[src/rtl/alu_seq.sv]
// alu_seq: multi-cycle ALU with a valid/ready handshake on both sides.
// Single-cycle ops (logic, compares, add/sub, DIVU by zero, reserved opcodes)
// complete one cycle after acceptance. MULU/DIVU iterate one bit per cycle and
// complete WIDTH+1 cycles after acceptance.
// Ports:
//   clk, rst_n           clock, synchronous active-low reset
//   in_valid, in_ready   request handshake (op, a, b sampled on acceptance)
//   out_valid, out_ready result handshake (result held until consumed)
//   result_lo, result_hi main result / product / quotient and remainder
//   zero, overflow       result_lo == 0, signed ADD/SUB overflow
module alu_seq #(
  parameter int unsigned WIDTH = 32,
  parameter int unsigned CW    = $clog2(WIDTH + 1)
) (
  input  logic             clk,
  input  logic             rst_n,
  input  logic             in_valid,
  output logic             in_ready,
  input  logic [3:0]       op,
  input  logic [WIDTH-1:0] a,
  input  logic [WIDTH-1:0] b,
  output logic             out_valid,
  input  logic             out_ready,
  output logic [WIDTH-1:0] result_lo,
  output logic [WIDTH-1:0] result_hi,
  output logic             zero,
  output logic             overflow
);

  typedef enum logic [1:0] {S_IDLE, S_BUSY, S_DONE} state_e;

  localparam logic [3:0] OP_AND  = 4'd0;
  localparam logic [3:0] OP_OR   = 4'd1;
  localparam logic [3:0] OP_NOR  = 4'd2;
  localparam logic [3:0] OP_SLT  = 4'd3;
  localparam logic [3:0] OP_SLTU = 4'd4;
  localparam logic [3:0] OP_ADD  = 4'd5;
  localparam logic [3:0] OP_SUB  = 4'd6;
  localparam logic [3:0] OP_MULU = 4'd7;
  localparam logic [3:0] OP_DIVU = 4'd8;

  state_e           state_q, state_d;
  logic [CW-1:0]    count_q, count_d;
  logic             is_div_q, is_div_d;
  logic [WIDTH-1:0] divisor_q, divisor_d;
  logic [WIDTH-1:0] work_hi_q, work_hi_d;
  logic [WIDTH-1:0] work_lo_q, work_lo_d;
  logic [WIDTH-1:0] res_lo_q, res_lo_d;
  logic [WIDTH-1:0] res_hi_q, res_hi_d;
  logic             zero_q, zero_d;
  logic             ovf_q, ovf_d;
  logic             in_ready_q, in_ready_d;
  logic             out_valid_q, out_valid_d;

  // Single-cycle result path
  logic [WIDTH-1:0] sum_c, diff_c, sc_lo_c, sc_hi_c;
  logic             sc_ovf_c;

  always_comb begin
    sum_c    = a + b;
    diff_c   = a - b;
    sc_lo_c  = '0;
    sc_hi_c  = '0;
    sc_ovf_c = 1'b0;
    case (op)
      OP_AND:  sc_lo_c = a & b;
      OP_OR:   sc_lo_c = a | b;
      OP_NOR:  sc_lo_c = ~(a | b);
      OP_SLT:  sc_lo_c = ($signed(a) < $signed(b)) ? WIDTH'(1) : '0;
      OP_SLTU: sc_lo_c = (a < b) ? WIDTH'(1) : '0;
      OP_ADD: begin
        sc_lo_c  = sum_c;
        sc_ovf_c = (a[WIDTH-1] == b[WIDTH-1]) && (sum_c[WIDTH-1] != a[WIDTH-1]);
      end
      OP_SUB: begin
        sc_lo_c  = diff_c;
        sc_ovf_c = (a[WIDTH-1] != b[WIDTH-1]) && (diff_c[WIDTH-1] != a[WIDTH-1]);
      end
      OP_DIVU: begin
        // Only reaches this path with b == 0
        sc_lo_c = '1;
        sc_hi_c = a;
      end
      default: ;
    endcase
  end

  // One iteration of shift-add multiply / restoring divide on the work regs
  logic [WIDTH:0]   add_c, shifted_c, trial_c;
  logic [WIDTH-1:0] step_hi_c, step_lo_c;

  always_comb begin
    add_c     = {1'b0, work_hi_q} + {1'b0, divisor_q};
    shifted_c = {work_hi_q, work_lo_q[WIDTH-1]};
    trial_c   = shifted_c - {1'b0, divisor_q};
    step_hi_c = work_hi_q;
    step_lo_c = work_lo_q;
    if (is_div_q) begin
      // trial_c[WIDTH] set means the shifted remainder was below the divisor
      if (!trial_c[WIDTH]) begin
        step_hi_c = trial_c[WIDTH-1:0];
        step_lo_c = {work_lo_q[WIDTH-2:0], 1'b1};
      end else begin
        step_hi_c = shifted_c[WIDTH-1:0];
        step_lo_c = {work_lo_q[WIDTH-2:0], 1'b0};
      end
    end else if (work_lo_q[0]) begin
      step_hi_c = add_c[WIDTH:1];
      step_lo_c = {add_c[0], work_lo_q[WIDTH-1:1]};
    end else begin
      step_hi_c = {1'b0, work_hi_q[WIDTH-1:1]};
      step_lo_c = {work_hi_q[0], work_lo_q[WIDTH-1:1]};
    end
  end

  // Next-state and output registers
  always_comb begin
    state_d   = state_q;
    count_d   = count_q;
    is_div_d  = is_div_q;
    divisor_d = divisor_q;
    work_hi_d = work_hi_q;
    work_lo_d = work_lo_q;
    res_lo_d  = res_lo_q;
    res_hi_d  = res_hi_q;
    zero_d    = zero_q;
    ovf_d     = ovf_q;
    case (state_q)
      S_IDLE: begin
        if (in_valid) begin
          if (op == OP_MULU || (op == OP_DIVU && b != '0)) begin
            state_d   = S_BUSY;
            count_d   = '0;
            is_div_d  = (op == OP_DIVU);
            divisor_d = b;
            work_hi_d = '0;
            work_lo_d = a;
          end else begin
            state_d  = S_DONE;
            res_lo_d = sc_lo_c;
            res_hi_d = sc_hi_c;
            ovf_d    = sc_ovf_c;
            zero_d   = (sc_lo_c == '0);
          end
        end
      end
      S_BUSY: begin
        if (count_q == CW'(WIDTH)) begin
          state_d  = S_DONE;
          res_lo_d = work_lo_q;
          res_hi_d = work_hi_q;
          ovf_d    = 1'b0;
          zero_d   = (work_lo_q == '0);
        end else begin
          work_hi_d = step_hi_c;
          work_lo_d = step_lo_c;
          count_d   = count_q + CW'(1);
        end
      end
      S_DONE: begin
        if (out_ready) state_d = S_IDLE;
      end
      default: state_d = S_IDLE;
    endcase
    in_ready_d  = (state_d == S_IDLE);
    out_valid_d = (state_d == S_DONE);
  end

  always_ff @(posedge clk) begin
    if (!rst_n) begin
      state_q     <= S_IDLE;
      count_q     <= '0;
      is_div_q    <= 1'b0;
      divisor_q   <= '0;
      work_hi_q   <= '0;
      work_lo_q   <= '0;
      res_lo_q    <= '0;
      res_hi_q    <= '0;
      zero_q      <= 1'b0;
      ovf_q       <= 1'b0;
      in_ready_q  <= 1'b1;
      out_valid_q <= 1'b0;
    end else begin
      state_q     <= state_d;
      count_q     <= count_d;
      is_div_q    <= is_div_d;
      divisor_q   <= divisor_d;
      work_hi_q   <= work_hi_d;
      work_lo_q   <= work_lo_d;
      res_lo_q    <= res_lo_d;
      res_hi_q    <= res_hi_d;
      zero_q      <= zero_d;
      ovf_q       <= ovf_d;
      in_ready_q  <= in_ready_d;
      out_valid_q <= out_valid_d;
    end
  end

  assign in_ready  = in_ready_q;
  assign out_valid = out_valid_q;
  assign result_lo = res_lo_q;
  assign result_hi = res_hi_q;
  assign zero      = zero_q;
  assign overflow  = ovf_q;

endmodule

[config.mk]
export PLATFORM = sky130hd
export DESIGN_NAME = alu_seq
export DESIGN_NICKNAME = d
export VERILOG_FILES = /design/src/rtl/alu_seq.sv
export SDC_FILE = /design/constraint.sdc
export NUM_CORES = 1
export LEC_CHECK = 0
export CAP_MARGIN = 20
export CORE_ASPECT_RATIO = 0.75
export CORE_MARGIN = 5
export CORE_UTILIZATION = 35
export CTS_CLUSTER_DIAMETER = 40
export DETAILED_ROUTE_END_ITERATION = 10
export PLACE_DENSITY = 0.51
export SYNTH_ARGS = -nofsm -noshare
export SYNTH_HDL_FRONTEND = slang
export SYNTH_SLANG_ARGS = --single-unit
[constraint.sdc]
create_clock -name clk -period 4.5 [get_ports clk]
set_clock_uncertainty 0.05 [all_clocks]
set_input_delay 0.675 -clock clk [delete_from_list [all_inputs] [get_ports clk]]
set_output_delay 0.675 -clock clk [all_outputs]
set_load 0.03 [all_outputs]
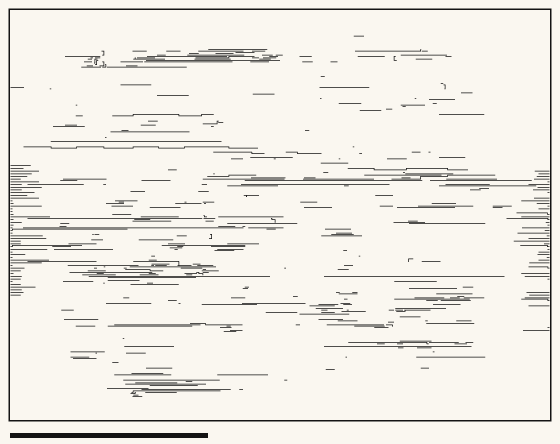
**Above:** run 1 (M3 wires).
The bar under the picture is 100 um long.
The layer carries 5670 um of wire. The layer holds 7.2% of the routed length. The longest straight run is 111 um. 348 nets have wire on it. The wires run mostly horizontal.

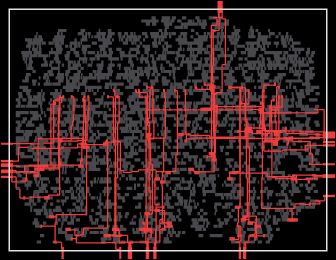
**Above:** run 1 (wires at chosen ports, followed through buffers).
Key: red = b [bits 32, direction input, end cells 119, buffers 63, wire 5430 um]

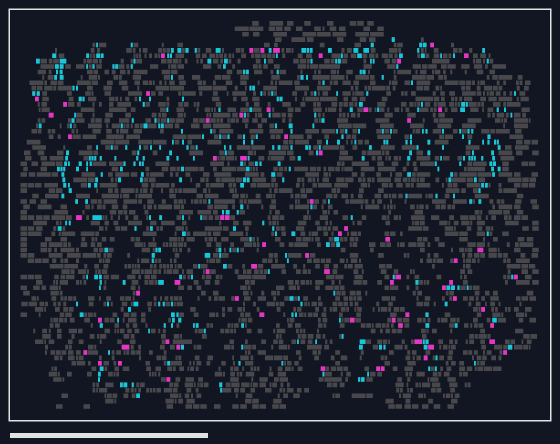
**Above:** run 1 (gate families picked out).
The bar under the picture is 100 um long.
Key: cyan = nand cells [cells 402, where all over the die]; magenta = and/or cells [cells 69, where all over the die]

==> impl_metrics.py, run 1 <==
# Auto-generated metrics
metrics = {
    "run_status": {
        "status": "completed",
    },
    "logic_synthesis": {
        "ys_cells": 2484,
        "syn_area_sq_um": 18100,
        "ys_sh_aoi_pct": 31.6,
        "syn_inst": 2484,
        "synth_top_area_share_pct": 19.2,
        "yosys_warnings": 0,
        "ys_types": 94,
    },
    "cts": {
        "numCtsBuffers": 17,
        "cts.clk_slew.worst_paths_ns": 0.07,
        "cts_tree": "built",
    },
    "power": {
        "seq_power_share_pct": 31.2,
        "powerDensity_nw_per_um2": 236,
        "clkPwrFrac_pct": 28.8,
        "seq_cell_power_uw": 1660,
        "ir_drop_v": 0.000222,
    },
    "setup_path": {
        "worstSetupEndpointType": "register",
        "cp_max_fo": 3,
        "critPathSlowestCell": "a221oi_1",
    },
    "timing": {
        "fin_ws_ns": 0.0391,
        "fmax_mhz": 224,
        "slew_headroom_pct": 28.4,
        "fin_crit_ns": 4.46,
        "slew_violations": 0,
        "worst_slew_pin_slew_ns": 1.07,
        "fin_crit_sh_pct": 99.1,
    },
    "drt": {
        "wirelength_um": 78500,
        "viasPerCell": 5.84,
        "wire_per_inst_um": 22.7,
    },
    "cells_and_area": {
        "drive_gt1_share_pct": 14.2,
        "areaGrowthSynthToFinish_pct": 25.0,
    },
    "hold_path": {
        "min_path_type": "register to register",
    },
    "global_routing": {
        "first_global_vias": 18900,
    },
    "placed_design": {
        "hpwl_um": 62400,
        "port_buffers": 139,
    },
    "job": {
        "maxCapViolations": 0,
    },
    "floorplan": {
        "die_h_um": 207,
    },
}
run 1: registers in the layout, summed over array words and instances, names as in the netlist:
| register | count |
|---|---|
| count_q | 6 |
| divisor_q | 32 |
| in_ready | 1 |
| is_div_q | 1 |
| out_valid | 1 |
| overflow | 1 |
| result_hi | 32 |
| result_lo | 32 |
| state_q | 2 |
| work_hi_q | 32 |
| work_lo_q | 32 |
| zero | 1 |
run 1: routing by layer:
layer / share of wire, % / track usage [%] / vias up
met3: 7.2 / 5.15 / 69
met4: 1.8 / 5.34 / 0
met2: 41 / 40.1 / 753
li1: - / - / 9663
met5: 0 / 0 / -
met1: 50 / 40.2 / 9722
run 1: cells in the mapped netlist (all sizes together) (14+ instances only):
cell type and instances:
nand2 235, nor2 219, a21oi 206, ha 174, dfxtp 173, o21ai 160, inv 144, clkbuf 116
nand3 112, nor2b 87, a211oi 76, mux2i 62, nor3 53, buf 46, a21boi 45, a21o 41
o211a 36, xnor2 34, a31oi 29, nor4 27, o21a 26, nand4 22, o211ai 22, nand2b 20
xor2 20, a22o 19, o31ai 18, o21bai 17, and2 16, o221ai 16, or3 16, a211o 14
run 1: through the flow:
step | setup TNS [ns] | power [uW] | area [sq um]
3_5_place_dp | -0.659 | 3770 | 21900
6_report | 0 | 5330 | 22600
5_1_grt | -0.000151 | 5580 | 22600
2_1_floorplan | 0 | 2840 | 18100
3_3_place_gp | -0.512 | 3770 | 21900
4_1_cts | 0 | 5310 | 22500
run 1: layout make-up:
type	count	area [sq um]	area share (%)
diodes	1	2.50	0.0111
clock buffers	17	425	1.89
clock inverters	13	155	0.687
inverters	144	541	2.40
multi-input cells	2005	13400	59.4
flip-flops and latches	173	3470	15.4
well taps	666	833	3.69
repair buffers	443	3740	16.6
run 1: timing repair:
| item | in CTS | in global routing |
|---|---|---|
| hold buffers | 0 | 0 |
| setup buffers | 0 | 2 |
| setup endpoints to repair | 0 | 1 |
| gates resized | 0 | 5 |
run 1: path summary, 6_finish.rpt:
kind                              from                         end  slack, ns  depth (start not counted)
max reg2reg  divisor_q[0]$_SDFFE_PN0P_  work_hi_q[29]$_SDFFE_PN0P_       0.55                         13
min          result_lo[6]$_SDFFE_PN0P_   result_lo[6]$_SDFFE_PN0P_       0.43                          2
max                               a[0]           zero$_SDFFE_PN0P_       0.04                         14
min reg2reg  result_lo[6]$_SDFFE_PN0P_   result_lo[6]$_SDFFE_PN0P_       0.43                          2
run 1: cells by family (layout without fill, tap and decap cells):
| kind of cell | count (synthesis) | count (layout) |
|---|---|---|
| AND/OR/NAND/NOR | 866 | 866 |
| flip-flops | 173 | 173 |
| other | 0 | 1 |
| multiplexers | 71 | 71 |
| XOR/XNOR | 54 | 54 |
| AND-OR/OR-AND | 836 | 836 |
| buffers and inverters | 306 | 617 |
| adder cells (fa/ha/maj) | 178 | 178 |
run 1: layout by cell type, fill, tap and decap left out, types with 74 or more instances in the layout:
cell,Yosys,layout
nor2_1,219,217
a21oi_1,206,206
o21ai_0,157,157
dfxtp_1,173,172
nand2_1,235,234
nor2b_1,87,84
buf_4,6,299
ha_1,174,174
nand3_1,112,111
inv_1,143,143
clkdlybuf4s50_1,0,137
a211oi_1,74,74
==> run 1 -> run 2 <==
--- a/config.mk
+++ b/config.mk
@@ -12,6 +12,7 @@
 export CTS_CLUSTER_DIAMETER = 40
 export DETAILED_ROUTE_END_ITERATION = 10
 export PLACE_DENSITY = 0.51
+export SLEW_MARGIN = 20
 export SYNTH_ARGS = -nofsm -noshare
 export SYNTH_HDL_FRONTEND = slang
 export SYNTH_SLANG_ARGS = --single-unit
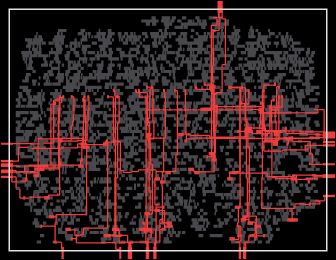
**Above:** run 2 (wires at chosen ports, followed through buffers).
Key: red = b [bits 32, direction input, end cells 119, buffers 63, wire 5430 um]

==> run 2 against run 1 <==
Against the previous run:
- critical path depth did not move
- total power unchanged
- fmax is the same
- flip-flop count is the same
- largest cell class unchanged
==> impl_metrics.py, run 2 <==
# Auto-generated metrics
metrics = {
    "timing": {
        "slew_headroom_pct": 28.4,
        "tns_ns": 0,
        "worst_slew_pin_slew_ns": 1.07,
        "fin_crit_ns": 4.46,
        "slew_violations": 0,
        "fin_crit_sh_pct": 99.1,
        "fmax_mhz": 224,
    },
    "logic_synthesis": {
        "top_cell": "nand2_1",
        "ys_types": 94,
        "ys_cells": 2484,
        "synth_top_area_share_pct": 19.2,
        "synthTopCellsByCount": "nand2_1, nor2_1, a21oi_1, ha_1, dfxtp_1",
        "syn_area_sq_um": 18100,
        "syn_inst": 2484,
    },
    "cts": {
        "ctsHoldBuffers": 0,
        "numCtsBuffers": 17,
        "cts_tree": "built",
    },
    "setup_path": {
        "cp_max_fo": 3,
        "worstSetupEndpointType": "register",
        "regToRegSetupSlack_ns": 0.55,
    },
    "global_routing": {
        "first_global_vias": 18900,
    },
    "cells_and_area": {
        "drive_gt1_share_pct": 14.2,
        "areaGrowthSynthToFinish_pct": 25.0,
        "lay_top_count": "buf_4",
        "layout_top_cells": "buf_4, nand2_1, nor2_1, a21oi_1, ha_1",
    },
    "placed_design": {
        "port_buffers": 139,
        "hpwl_um": 62400,
    },
    "power": {
        "finalPower_uw": 5330,
        "ir_drop_v": 0.000222,
        "powerDensity_nw_per_um2": 236,
    },
    "drt": {
        "viasPerCell": 5.84,
        "wire_per_inst_um": 22.7,
        "wirelength_um": 78500,
    },
    "floorplan": {
        "die_h_um": 207,
        "initial_utilization_pct": 35.2,
    },
    "run_status": {
        "status": "completed",
    },
    "job": {
        "maxCapViolations": 0,
        "warnings": 103,
    },
    "hold_path": {
        "min_path_type": "register to register",
    },
}
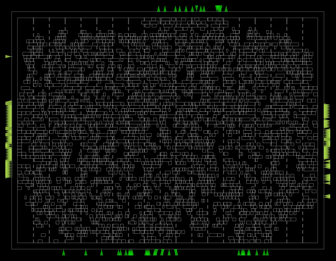
**Above:** run 2 (cell outlines without signal wires).
Core Util, Final: 44.0%
fillers: 5217
Rows: 72
Seq area share: 15.4%
flip-flops: 173

run 2: layer usage:
| metal | vias to the layer above | GRT usage [%] | part of all wire, % |
|---|---|---|---|
| met2 | 753 | 40.1 | 41 |
| met3 | 69 | 5.15 | 7.2 |
| li1 | 9663 | - | - |
| met4 | 0 | 5.34 | 1.8 |
| met1 | 9722 | 40.2 | 50 |
| met5 | - | 0 | 0 |
run 2: repair_timing:
item,4_1_cts,5_1_grt
resized,0,5
setup endpoints to repair,0,1
hold endpoints to repair,0,0
setup buffers,0,2
run 2: metrics by stage:
step	cell area, sq um	setup slack, ns	cells	utilization [%]
global route	22600	-0.000151	3461	44.0
global placement	21900	-0.312	3429	42.8
finish	22600	0.0391	3462	44.0
CTS	22500	0.149	3459	43.9
floorplan	18100	0.848	2484	-
detailed placement	21900	-0.277	3429	42.8
run 2: cell type report:
class                           instances  area (sq um)
Clock buffer                           17           425
Fill cell                            5217         28700
Multi-Input combinational cell       2005         13400
Timing Repair Buffer                  443          3740
Tap cell                              666           833
Clock inverter                         13           155
Antenna cell                            1          2.50
Sequential cell                       173          3470
Inverter                              144           541
run 2: report_power, final:
group          switching, uW  internal [uW]
combinational           1250            886
sequential              63.2           1600
clock                    704            827
run 2: final timing paths:
kind / from / endpoint / cells after the start
max: a[0] / zero$_SDFFE_PN0P_ / 14
min: result_lo[6]$_SDFFE_PN0P_ / result_lo[6]$_SDFFE_PN0P_ / 2
max reg2reg: divisor_q[0]$_SDFFE_PN0P_ / work_hi_q[29]$_SDFFE_PN0P_ / 13
min reg2reg: result_lo[6]$_SDFFE_PN0P_ / result_lo[6]$_SDFFE_PN0P_ / 2
run 2: critical path, cell delays in order:
cell	delay, ns
clkdlybuf4s50_1	0.54
inv_1	0.09
ha_1	0.23
fa_1	0.57
mux2i_1	0.11
a221oi_1	0.68
nand3_1	0.33
or4_1	0.51
nor3_1	0.14
and4_1	0.24
and4_1	0.27
nand4_1	0.13
nor3_2	0.13
a32o_2	0.18
run 2: kinds of logic after synthesis:
group | Yosys count | share of synthesized area (%)
AND/OR/NAND/NOR | 866 | 23.0
AND-OR/OR-AND | 836 | 31.6
buffers and inverters | 306 | 7.05
adder cells (fa/ha/maj) | 178 | 12.5
flip-flops | 173 | 19.2
multiplexers | 71 | 4.00
XOR/XNOR | 54 | 2.62
==> run 2 -> run 3 <==
--- a/config.mk
+++ b/config.mk
@@ -11,7 +11,8 @@
 export CORE_UTILIZATION = 35
 export CTS_CLUSTER_DIAMETER = 40
 export DETAILED_ROUTE_END_ITERATION = 10
-export PLACE_DENSITY = 0.51
+export DONT_BUFFER_PORTS = 1
+export PLACE_DENSITY = 0.48
 export SLEW_MARGIN = 20
 export SYNTH_ARGS = -nofsm -noshare
 export SYNTH_HDL_FRONTEND = slang
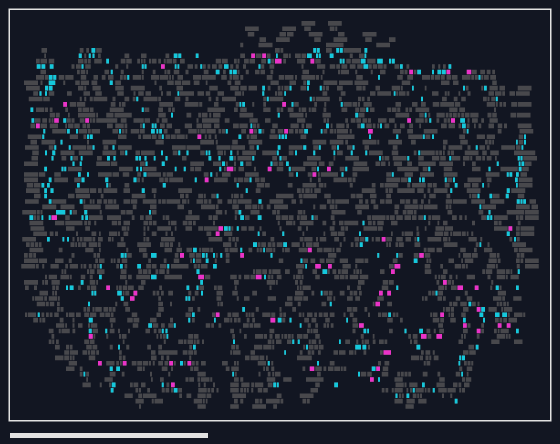
**Above:** run 3 (gate families picked out).
The bar under the picture is 100 um long.
Key: magenta = and/or cells [cells 69, where all over the die]; cyan = nand cells [cells 402, where all over the die]

==> run 3 against run 2 <==
Against the previous run:
- area after synthesis is the same
- global-route usage about the same
- fmax grew 12%
- wire length decreased by 0.13%
- clock power increased by 7%
- first-iteration DRC count rose by 5.2%
==> impl_metrics.py, run 3 <==
# Auto-generated metrics
metrics = {
    "timing": {
        "worst_slew_pin_slew_ns": 0.996,
        "fmax_mhz": 251,
        "slew_headroom_pct": 33.0,
        "fin_crit_ns": 3.99,
        "slew_violations": 0,
        "fin_crit_sh_pct": 88.6,
    },
    "job": {
        "maxCapViolations": 0,
    },
    "cells_and_area": {
        "drive_gt1_share_pct": 7.10,
        "layout_top_cells": "nand2_1, nor2_1, a21oi_1, ha_1, dfxtp_1",
        "final_util_pct": 38.0,
        "seq_area_sq_um": 3470,
        "n_antenna_cell": 0,
    },
    "placed_design": {
        "hpwl_um": 60700,
        "port_buffers": 0,
    },
    "setup_path": {
        "reg2reg_depth": 12,
        "r2r_start": "work_hi_q[1]$_SDFFE_PN0P_",
        "regToRegEndpoint": "work_hi_q[30]$_SDFFE_PN0P_",
        "regToRegSetupSlack_ns": 0.51,
        "cp_max_fo": 7,
        "crit_start": "work_hi_q[1]$_SDFFE_PN0P_",
    },
    "cts": {
        "cts_resized": 0,
        "numCtsBuffers": 17,
        "cts_tree": "built",
        "postCtsSetupRepairBufs": 0,
        "ctsHoldBuffers": 0,
    },
    "logic_synthesis": {
        "ys_types": 94,
        "syn_area_sq_um": 18100,
        "ys_cells": 2484,
    },
    "drt": {
        "wire_per_inst_um": 25.2,
        "viasPerCell": 6.09,
        "wirelength_um": 78400,
    },
    "power": {
        "powerDensity_nw_per_um2": 254,
    },
    "global_routing": {
        "first_global_vias": 17700,
    },
    "run_status": {
        "status": "completed",
    },
    "hold_path": {
        "min_path_type": "input port to register",
    },
    "floorplan": {
        "die_h_um": 207,
        "initial_utilization_pct": 35.2,
    },
}
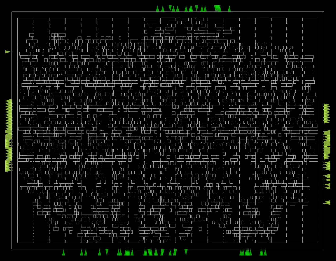
**Above:** run 3 (cell outlines without signal wires).
Taps Inserted: 666
core area: 51300 sq um
Seq area share: 17.8%
final cell count without fillers: 3104
fillers: 5421

==> run 3: metrics by stage <==
stage	total power (uW)	hold slack (ns)	instance area, sq um	setup slack (ns)	cells
2_1_floorplan	2840	0.411	18100	0.848	2484
3_3_place_gp	3310	0.431	18900	0.229	3072
3_5_place_dp	3300	0.430	18900	0.193	3072
4_1_cts	4940	0.271	19500	0.643	3104
5_1_grt	5180	0.278	19500	0.299	3104
6_report	4940	0.304	19500	0.511	3104
==> run 3: cell type report <==
class                      count  area share (%)
clock inverter                13           0.918
multi-input combinational   2005            68.7
timing repair buffer          84            3.24
clock buffer                  19            2.27
sequential                   173            17.8
inverter                     144            2.77
tap                          666            4.28
==> run 3: critical path: stages (launching register included) <==
cell and delay (ns):
dfxtp_1 0.50, ha_1 0.30, a21o_1 0.17, a21oi_1 0.27, o21ai_0 0.22, o31a_1 0.37
o32ai_2 0.48, o21ai_1 0.25, a221oi_2 0.39, o21ai_0 0.24, mux2i_1 0.16, o31ai_1 0.35
a21oi_1 0.12
==> run 3: how the worst min path moves through the flow <==
stage	slack, ns	startpoint	to	cells after the start
after detailed placement	0.43	divisor_q[22]$_SDFFE_PN0P_	divisor_q[22]$_SDFFE_PN0P_	2
final	0.30	rst_n	result_hi[19]$_SDFFE_PN0P_	1
after CTS	0.27	rst_n	result_hi[19]$_SDFFE_PN0P_	1
after global placement	0.43	divisor_q[22]$_SDFFE_PN0P_	divisor_q[22]$_SDFFE_PN0P_	2
after global routing	0.28	rst_n	result_hi[19]$_SDFFE_PN0P_	1
after floorplan	0.41	divisor_q[31]$_SDFFE_PN0P_	divisor_q[31]$_SDFFE_PN0P_	2
==> run 3: per-layer routing <==
metal,part of all wire (%),track usage (%),wire length [um],vias up
met3,9.5,7.35,7410,99
met5,0.017,0,13,-
li1,-,-,-,8938
met1,47,39.0,37200,9084
met4,3.1,8.20,2430,2
met2,40,38.4,31300,791
==> run 3: kinds of logic (layout without fill, tap and decap cells) <==
group           count (synthesis)  count (layout)  synth area share (%)
simple gates                  866             866                  23.0
compound gates                836             836                  31.6
buf+inv                       306             260                  7.05
fa+ha+maj                     178             178                  12.5
flops                         173             173                  19.2
mux                            71              71                  4.00
xor+xnor                       54              54                  2.62
==> run 3: power breakdown <==
part	internal (uW)	switching (uW)
Sequential	1600	165
Clock	904	726
Combinational	571	976
Total	3070	1870
Power and IR drop assume default switching activity.
